--- config.mk ---
export PLATFORM = sky130hd
export DESIGN_NAME = mem_port_arbiter
export DESIGN_NICKNAME = d
export VERILOG_FILES = /design/src/rtl/mem_port_arbiter.sv
export SDC_FILE = /design/constraint.sdc
export NUM_CORES = 1
export LEC_CHECK = 0
export CAP_MARGIN = 20
export CORE_ASPECT_RATIO = 1.2
export CORE_MARGIN = 2
export CORE_UTILIZATION = 42
export CTS_CLUSTER_SIZE = 28
export DETAILED_ROUTE_END_ITERATION = 10
export PLACE_DENSITY_LB_ADDON = 0.05
export REMOVE_ABC_BUFFERS = 1
export SLEW_MARGIN = 20
export SYNTH_ARGS = -nofsm -noshare
export SYNTH_HDL_FRONTEND = slang
export SYNTH_SLANG_ARGS = --single-unit
--- constraint.sdc ---
create_clock -name clk -period 5.7 [get_ports clk]
set_clock_uncertainty 0.05 [all_clocks]
set_input_delay 1.425 -clock clk [delete_from_list [all_inputs] [get_ports clk]]
set_output_delay 1.425 -clock clk [all_outputs]
set_load 0.02 [all_outputs]
--- src/rtl/mem_port_arbiter.sv ---
// Round-robin arbiter and access sequencer for the shared memory port.
// Three requesters (0 = fetch, 1 = load/store, 2 = DMA/debug) compete for a
// single fixed-latency memory. A grant latches the requester's address, write
// data and write enable, then holds them for MEM_LAT cycles. Read data is
// returned with a one-cycle done pulse. Grants are decided only in IDLE.
module mem_port_arbiter #(
  parameter int ADDR_W  = 12,
  parameter int DATA_W  = 16,
  parameter int MEM_LAT = 2
) (
  input  logic              clk,
  input  logic              rst,
  input  logic [2:0]        req,
  input  logic [ADDR_W-1:0] addr0,
  input  logic [ADDR_W-1:0] addr1,
  input  logic [ADDR_W-1:0] addr2,
  input  logic [2:0]        we,
  input  logic [DATA_W-1:0] wdata0,
  input  logic [DATA_W-1:0] wdata1,
  input  logic [DATA_W-1:0] wdata2,
  output logic [2:0]        gnt,
  output logic [2:0]        done,
  output logic [DATA_W-1:0] rdata,
  output logic              busy,
  output logic [1:0]        mux_sel,
  output logic [ADDR_W-1:0] mem_addr,
  output logic              mem_we,
  output logic [DATA_W-1:0] mem_wdata,
  input  logic [DATA_W-1:0] mem_rdata
);

  // Wait count loaded at grant; the access completes on the edge where it is 0,
  // which gives exactly MEM_LAT cycles in ACCESS.
  localparam logic [3:0] CNT_INIT = 4'(MEM_LAT - 1);

  typedef enum logic [1:0] {
    IDLE   = 2'd0,
    ACCESS = 2'd1,
    DONE   = 2'd2
  } state_t;

  state_t            state;
  state_t            state_nxt;
  logic [3:0]        cnt;
  logic [3:0]        cnt_nxt;
  logic [1:0]        last;
  logic [1:0]        last_nxt;
  logic [1:0]        pick_idx;
  logic [2:0]        gnt_nxt;
  logic [2:0]        done_nxt;
  logic [DATA_W-1:0] rdata_nxt;
  logic              busy_nxt;
  logic [1:0]        mux_sel_nxt;
  logic [ADDR_W-1:0] mem_addr_nxt;
  logic              mem_we_nxt;
  logic [DATA_W-1:0] mem_wdata_nxt;

  // Successor of a requester index in the ring 0 -> 1 -> 2 -> 0.
  function automatic logic [1:0] ring_next(input logic [1:0] idx);
    return (idx == 2'd2) ? 2'd0 : idx + 2'd1;
  endfunction

  // First set request in order last+1, last+2, last. Only meaningful when
  // at least one request bit is set.
  function automatic logic [1:0] rr_pick(input logic [2:0] r, input logic [1:0] l);
    logic [1:0] c0;
    logic [1:0] c1;
    c0 = ring_next(l);
    c1 = ring_next(c0);
    if (r[c0])      return c0;
    else if (r[c1]) return c1;
    else            return l;
  endfunction

  assign pick_idx = rr_pick(req, last);

  // Next-state and next-output decode; everything holds unless changed below.
  always_comb begin
    state_nxt     = state;
    cnt_nxt       = cnt;
    last_nxt      = last;
    gnt_nxt       = gnt;
    done_nxt      = 3'b000;
    rdata_nxt     = rdata;
    busy_nxt      = busy;
    mux_sel_nxt   = mux_sel;
    mem_addr_nxt  = mem_addr;
    mem_we_nxt    = mem_we;
    mem_wdata_nxt = mem_wdata;
    case (state)
      IDLE: begin
        if (req != 3'b000) begin
          gnt_nxt     = 3'b001 << pick_idx;
          mux_sel_nxt = pick_idx;
          last_nxt    = pick_idx;
          busy_nxt    = 1'b1;
          cnt_nxt     = CNT_INIT;
          state_nxt   = ACCESS;
          case (pick_idx)
            2'd0: begin
              mem_addr_nxt  = addr0;
              mem_wdata_nxt = wdata0;
              mem_we_nxt    = we[0];
            end
            2'd1: begin
              mem_addr_nxt  = addr1;
              mem_wdata_nxt = wdata1;
              mem_we_nxt    = we[1];
            end
            default: begin
              mem_addr_nxt  = addr2;
              mem_wdata_nxt = wdata2;
              mem_we_nxt    = we[2];
            end
          endcase
        end
      end
      ACCESS: begin
        if (cnt != 4'd0) begin
          cnt_nxt = cnt - 4'd1;
        end else begin
          // Writes leave the previously returned read data untouched.
          if (!mem_we) begin
            rdata_nxt = mem_rdata;
          end
          done_nxt   = gnt;
          gnt_nxt    = 3'b000;
          mem_we_nxt = 1'b0;
          state_nxt  = DONE;
        end
      end
      DONE: begin
        busy_nxt  = 1'b0;
        state_nxt = IDLE;
      end
      default: begin
        gnt_nxt    = 3'b000;
        busy_nxt   = 1'b0;
        mem_we_nxt = 1'b0;
        state_nxt  = IDLE;
      end
    endcase
  end

  // State and output registers; reset aborts any access in flight immediately.
  always_ff @(posedge clk or posedge rst) begin
    if (rst) begin
      state     <= IDLE;
      cnt       <= 4'd0;
      last      <= 2'd2;
      gnt       <= 3'b000;
      done      <= 3'b000;
      rdata     <= '0;
      busy      <= 1'b0;
      mux_sel   <= 2'b00;
      mem_addr  <= '0;
      mem_we    <= 1'b0;
      mem_wdata <= '0;
    end else begin
      state     <= state_nxt;
      cnt       <= cnt_nxt;
      last      <= last_nxt;
      gnt       <= gnt_nxt;
      done      <= done_nxt;
      rdata     <= rdata_nxt;
      busy      <= busy_nxt;
      mux_sel   <= mux_sel_nxt;
      mem_addr  <= mem_addr_nxt;
      mem_we    <= mem_we_nxt;
      mem_wdata <= mem_wdata_nxt;
    end
  end

endmodule

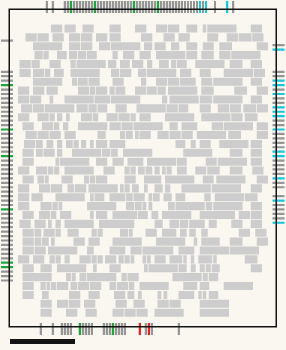
(run_1/io_placement.png)
The bar under the picture is 20 um long. Pins as bars across the die edge, other pins in gray.
Key: mem_rdata = cyan [pins 16, direction input, edge 13 east, 3 north]; addr0 = green [pins 12, direction input, edge 6 west, 4 north, 2 south]; mux_sel = red [pins 2, direction output, edge south]
All pins by edge: 53 north, 49 west, 36 east, 24 south.
Die Width: 81.3 um
Die Span Y: 96.8 um
IO buf count: 161

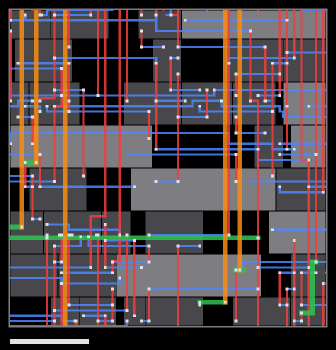
(run_1/detail.png)
The bar under the picture is 5 um long. Region (31, 58) to (51, 78) um. Cells in gray, sequential cells in the stronger gray; small squares are vias.
Key: metal 2 = red; metal 4 = orange; metal 1 = blue; metal 3 = green
Most frequent: clkdlybuf4s50_1 (14), a22oi_1 (4), dfrtp_1 (4). 32 logic cells have their middle in the window. Netlist names of flops here include mem_addr (2), mem_wdata (2). Sequential cells in the window: 4.

==> results.txt, run 1 <==
From the run reports.

- The tool warning count is 26.
- The later-pin clock latency in the skew report is 330 ps.
- The internal portion of the total power is 1.52 mW.
- According to the floorplan report, the placeable core area is 6900 sq um.
- The first-pass GRT wire length reads 14400 um.
- The worst min-delay path class reads register to register.
- Once routing completed, OpenROAD measured the worst setup slack at 2050 ps.
- The number of enable flip-flop cells is 0.
- The power spent charging and discharging nets is 988 uW.
- The total track usage is 23.5%.
- The final critical delay including setup and external delays reads 3650 ps.
- The number of buffers inserted for hold repair after clock tree synthesis is 0.
- In this run the full chip footprint comes out at 7870 sq um.
- The prevailing post-synth register cell reads dfrtp_1.
- The part of the cycle the worst path needs reads 64.1%.
- Clock-pin slew was measured on the worst setup and hold paths at 70 ps.
- The number of buffers added by the clock tree synthesis step reads 9.
- The remaining antenna violation count is 0.
- The clock share of power reads 17.3%.
- The post-cts gate resize count is 0.
- 162 I/O pins were placed.
- The setup total negative slack is 0 ps.
- The layout report lists the combined flip-flop and latch area as 1530 sq um.
- The number of standard cells after synthesis is 283.
- The biggest area contributor in the post-synthesis netlist is dfrtp_1.
- The sum of overflow across all layers after global routing is 0.
- The element type at the critical path end reads a register.
- IR analysis of the VDD net gives a maximum drop of 0.267 mV.
- The number of global-route vias before repair is 3002.
- The flow ran to the end, and the final reports show no timing, DRC or antenna violations.
- The TritonCTS clock tree is done.
- The number of standard-cell rows in the floorplan reads 33.
- The tightest hold margin is 450 ps.
- The routed via count reads 2948.
- The root cell of the clock tree is clkbuf_8.
- The net switching share of the total power reads 39.4%.
- According to the report, the first pass of detailed routing completed in 7 iterations.
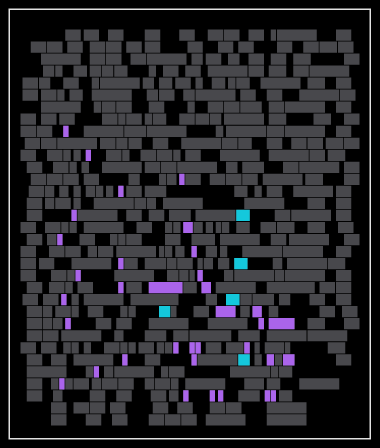
(run_1/logic_types.png)
Key: nor cells = purple [cells 35, most used nor2_1]; non-inverting ao/oa cells = cyan [cells 5, most used a22o_1]
dominant logic cell type in the layout: clkdlybuf4s50_1
logic share of the area: 27.8%
filler-free cell count of the finished design: 527

[run 1: worst paths after layout]
check / startpoint / endpoint / slack [ps] / depth (start not counted)
max reg2reg: cnt[0] / rdata[5] / 3400 / 5
max in group asynchronous: rst / mem_addr[1] / 3370 / 3
max: req[0] / mem_wdata[0] / 2050 / 6
min in group asynchronous: rst / rdata[14] / 1320 / 2
min: mem_wdata[3] / mem_wdata[3] / 450 / 2
min reg2reg: mem_wdata[3] / mem_wdata[3] / 450 / 2
[run 1: critical path: stages]
cell             delay [ps]
clkdlybuf4s50_1         780
or3_1                   530
nand2_1                 470
buf_4                   380
a32oi_1                  90
o21ai_0                 140
[run 1: area by class of cell]
class                   count  share of cell area, %
well taps                  87                   2.24
repair buffers            164                   33.6
clock inverters             6                   1.77
multi-input cells         194                   27.8
flip-flops and latches     61                   31.4
inverters                   5                  0.386
clock buffers              10                   2.83
[run 1: placed cells by master, fill, tap and decap left out, types with 4 or more instances in the layout]
cell and n:
a21oi_1 33, a222oi_1 17, a22oi_1 12, a32oi_1 13
and2_1 19, clkbuf_8 10, clkdlybuf4s50_1 161, dfrtp_1 60
inv_1 4, mux2_2 17, nor2_1 27, o21ai_0 12
o21ai_1 4
[run 1: state kept, by name, indices dropped and copies added, names as in the netlist]
signal and count:
busy 1, done 3, cnt 4, last 1, gnt 3, mux_sel 2
mem_addr 12, mem_wdata 16, state 2, rdata 16, mem_we 1
[run 1: per-layer routing]
layer	track usage, %	routed length (um)	vias to the layer above
met5	0	0	-
met4	8.87	172	0
met3	6.44	779	13
met2	39.4	4560	150
met1	28.0	3600	1412
li1	-	-	1373
[run 1: kinds of logic (layout without fill, tap and decap cells)]
group / after synthesis / in the layout / share of synthesized area (%)
mux: 17 / 17 / 6.35
compound gates: 100 / 100 / 22.9
buf+inv: 28 / 185 / 4.53
xor+xnor: 2 / 2 / 0.582
fa+ha+maj: 2 / 2 / 0.830
simple gates: 73 / 73 / 14.1
flops: 61 / 61 / 50.7
[run 1: power by group through the flow]
| stage | clock network [mW] | registers [mW] | logic, mW |
|---|---|---|---|
| after global routing | 0.459 | 0.800 | 1.41 |
| after CTS | 0.440 | 0.775 | 1.31 |
| after detailed placement | 0 | 0.779 | 1.31 |
| after floorplan | 0 | 0.976 | 0.509 |
| final | 0.433 | 0.774 | 1.30 |
| after global placement | 0 | 0.772 | 1.28 |
[run 1: through the flow]
stage                     instance area [sq um]  total power [mW]  util, %
final                                      4870              2.51     70.6
after global routing                       4870              2.67     70.6
after CTS                                  4870              2.53     70.6
after floorplan                            2900              1.48        -
after global placement                     4640              2.06     67.4
after detailed placement                   4640              2.09     67.4
[run 1: cell usage after synthesis, drive strengths merged (4+ instances only)]
cell type,number
a32oi,13
nand3,4
a21oi,33
nor2,27
inv,5
a22oi,12
and2,19
dfrtp,60
o21ai,16
buf,9
mux2,17
a222oi,17
clkbuf,14
==> run_1/clocks.png <==
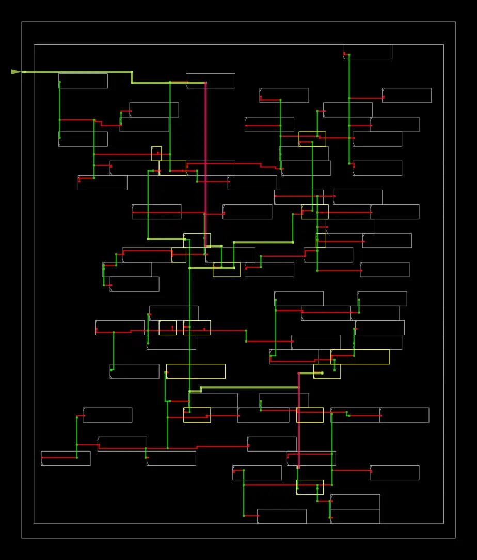

## Run 2: what changed since run 1
--- a/config.mk
+++ b/config.mk
@@ -8,7 +8,7 @@
 export CAP_MARGIN = 20
 export CORE_ASPECT_RATIO = 1.2
 export CORE_MARGIN = 2
-export CORE_UTILIZATION = 42
+export CORE_UTILIZATION = 36
 export CTS_CLUSTER_SIZE = 28
 export DETAILED_ROUTE_END_ITERATION = 10
 export PLACE_DENSITY_LB_ADDON = 0.05
==> constraint.sdc (replaced) <==
create_clock -name clk -period 3.1 [get_ports clk]
set_clock_uncertainty 0.05 [all_clocks]
set_input_delay 0.775 -clock clk [delete_from_list [all_inputs] [get_ports clk]]
set_output_delay 0.775 -clock clk [all_outputs]
set_load 0.02 [all_outputs]
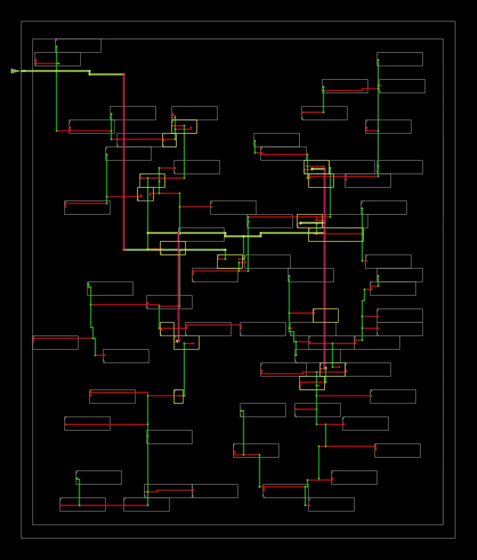
(run_2/clocks.png)
Num CTS Buffers: 9
clock sink total: 61
clock group total power: 747 uW
flop count: 61
clk_buf instances: 11

==> run 2 against run 1 <==
Global-route usage is 3.2 points lower; first-iteration DRC count is 19% lower; worst hold slack worse by 2.0 ps; synthesized cell count stayed put; register-to-register slack worse by 2700 ps; non-clock buffer count is 5 higher; die size is 16% higher; cell count is 2.5% higher; area after synthesis stayed put; critical path type unchanged; highest routed layer unchanged.
==> results.txt, run 2 <==
From the run reports.

- The cell accounting for the most synthesized area reads dfrtp_1.
- The clock transition time at the flip-flop clock pins of the worst setup and hold paths was 70 ps (about the same).
- OpenROAD reports that the post-layout worst path occupies 82.5% of the period.
- The final core area utilization reads 60.9% (-9.7 points).
- The element type at the critical path start is an input pin.
- The number of enable flip-flop cells reads 0 (unchanged).
- Counting tap cells, the placed design contains a total of 524 instances.
- The hold path endpoint reads mem_wdata[2].
- In the synthesized netlist, the cells that appear most often are dfrtp_1, a21oi_1, nor2_1.
- The tool warning count is 26 (unchanged).
- The number of standard cells after synthesis is 283 (unchanged).
- The count of input and output buffers was 161 (unchanged).
- The root cell of the clock tree reads clkbuf_8.
- In this run, the number of DRC markers left after iteration 0 of detailed routing was 194.
- The number of buffers inserted for hold repair after clock tree synthesis was 0 (unchanged).
- For the finished layout, the period the worst path requires is 2560 ps.
- The number of global-route vias before repair is 2844 (-5.3%).
- In the final layout, the registers with the most flip-flops are mem_wdata: 16 flops, rdata: 16 flops, mem_addr: 12 flops.
- The routed via count reads 2909 (-1.3%).
- The depth of the worst register-to-register path is 5 (unchanged).
- The first-pass iteration count of the detailed router is 5 (-2).
- The first-pass GRT wire length reads 14300 um (-0.91%).
- The remaining antenna violation count came to 0 (unchanged).
- The overall power after layout reads 4.63 mW (+85%).
- The core region area came to 8110 sq um (+18%).
- In the layout the commonest cells are clkdlybuf4s50_1, dfrtp_1, a21oi_1.
- The prevailing post-synth register cell reads dfrtp_1.
- The post-layout instance count excluding filler cells reads 540 (+2.5%).
- The later-pin clock latency in the skew report came to 340 ps (about the same).
- The worst min-delay path class reads register to register.
- The worst voltage drop across the vdd grid is 0.461 mV (+73%).
- The flow ran to the end, and the final reports show no timing, DRC or antenna violations.
- The area of all placed cells without fillers is 4940 sq um (+1.5%).
- The number of standard-cell rows in the floorplan reads 36 (+9.1%).
- The number of top-level pins reads 162 (unchanged).
- The sum of overflow across all layers after global routing reads 0 (unchanged).
- The floorplan die area is 9120 sq um (+16%).
- The tightest hold margin is 448 ps (-1.95 ps).
- The commonest non-fill, non-tap cell in the layout reads clkdlybuf4s50_1.
- In this run the most critical hold path is launched from mem_wdata[2].
- dfrtp_1 is the most common cell in the netlist.
- The total track usage is 20.2% (-3.2 points).
- The setup total negative slack came to 0 ps (unchanged).
- STA classifies the critical path endpoint as a register.
- The TritonCTS clock tree is done.
- The standard cell area after detailed placement was 4730 sq um (+1.8%).
- In this run the critical register-to-register path is launched from cnt[0].
- The worst-case register-to-register setup slack is 730 ps (-2670 ps).
- The post-cts gate resize count reads 0 (unchanged).
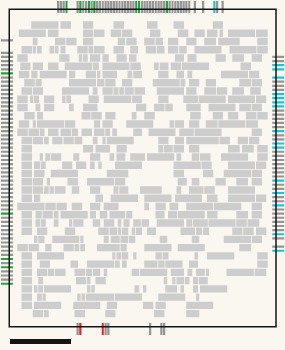
(run_2/io_placement.png)
The bar under the picture is 20 um long. Pins as bars across the die edge, other pins in gray.
Key: mem_rdata = cyan [pins 16, direction input, edge 15 east, 1 north]; addr0 = green [pins 12, direction input, edge 7 north, 5 west]; mux_sel = red [pins 2, direction output, edge south]
All pins by edge: 58 west, 50 north, 46 east, 8 south.
Die Span Y: 104 um
Die Width: 87.5 um

## run 2: cell types whose count changed in the layout (fill, tap and decap cells not counted), sizes merged
cell | before | now
buf | 3 | 8
bufinv | 2 | 1
clkbuf | 10 | 11
clkinv | 3 | 2
clkinvlp | 1 | 2
## run 2: routing by layer
layer	up-vias	global-route usage (%)	wire length, um
met3	14	6.35	887
met5	-	0	0
met2	143	32.9	4570
met4	0	7.47	183
met1	1364	24.8	3820
li1	1388	-	-
## run 2: worst max path at each step
stage / startpoint / endpoint / slack, ps / cells past startpoint
2_1_floorplan: req[1] / mem_we / 590 / 4
4_1_cts: req[1] / mem_wdata[5] / 540 / 5
6_report: req[1] / mem_wdata[5] / 540 / 5
3_5_place_dp: req[1] / mem_wdata[5] / 200 / 5
3_3_place_gp: req[1] / mem_wdata[10] / 260 / 5
5_1_grt: req[1] / mem_addr[10] / 360 / 5
## run 2: layout make-up
type	count	area (sq um)
fill	711	3170
inverter	5	18.8
multi-input combinational	194	1360
clock inverter	5	58.8
timing repair buffer	169	1710
tap	95	119
clock buffer	11	151
sequential	61	1530
## run 2: worst max-delay path: stages
cell and delay [ps]:
clkdlybuf4s50_1 550, nor2b_1 230, o21bai_1 840, a32oi_1 230, o21ai_1 130
## run 2: cell families after synthesis
kind of cell               count (synthesis)  share of synthesized area, %
and+or+nand+nor                           73                          14.1
DFF                                       61                          50.7
muxes                                     17                          6.35
buffers and inverters                     28                          4.53
adders and majority gates                  2                         0.830
AOI/OAI and AO/OA                        100                          22.9
xor gates and xnor gates                   2                         0.582
## run 2: report_power, final
part | internal (mW) | switching [mW] | total [mW]
Sequential | 1.17 | 0.237 | 1.41
Clock | 0.415 | 0.332 | 0.747
Combinational | 1.20 | 1.27 | 2.47
Power figures rest on the tool's default switching activity, not on a simulated workload.
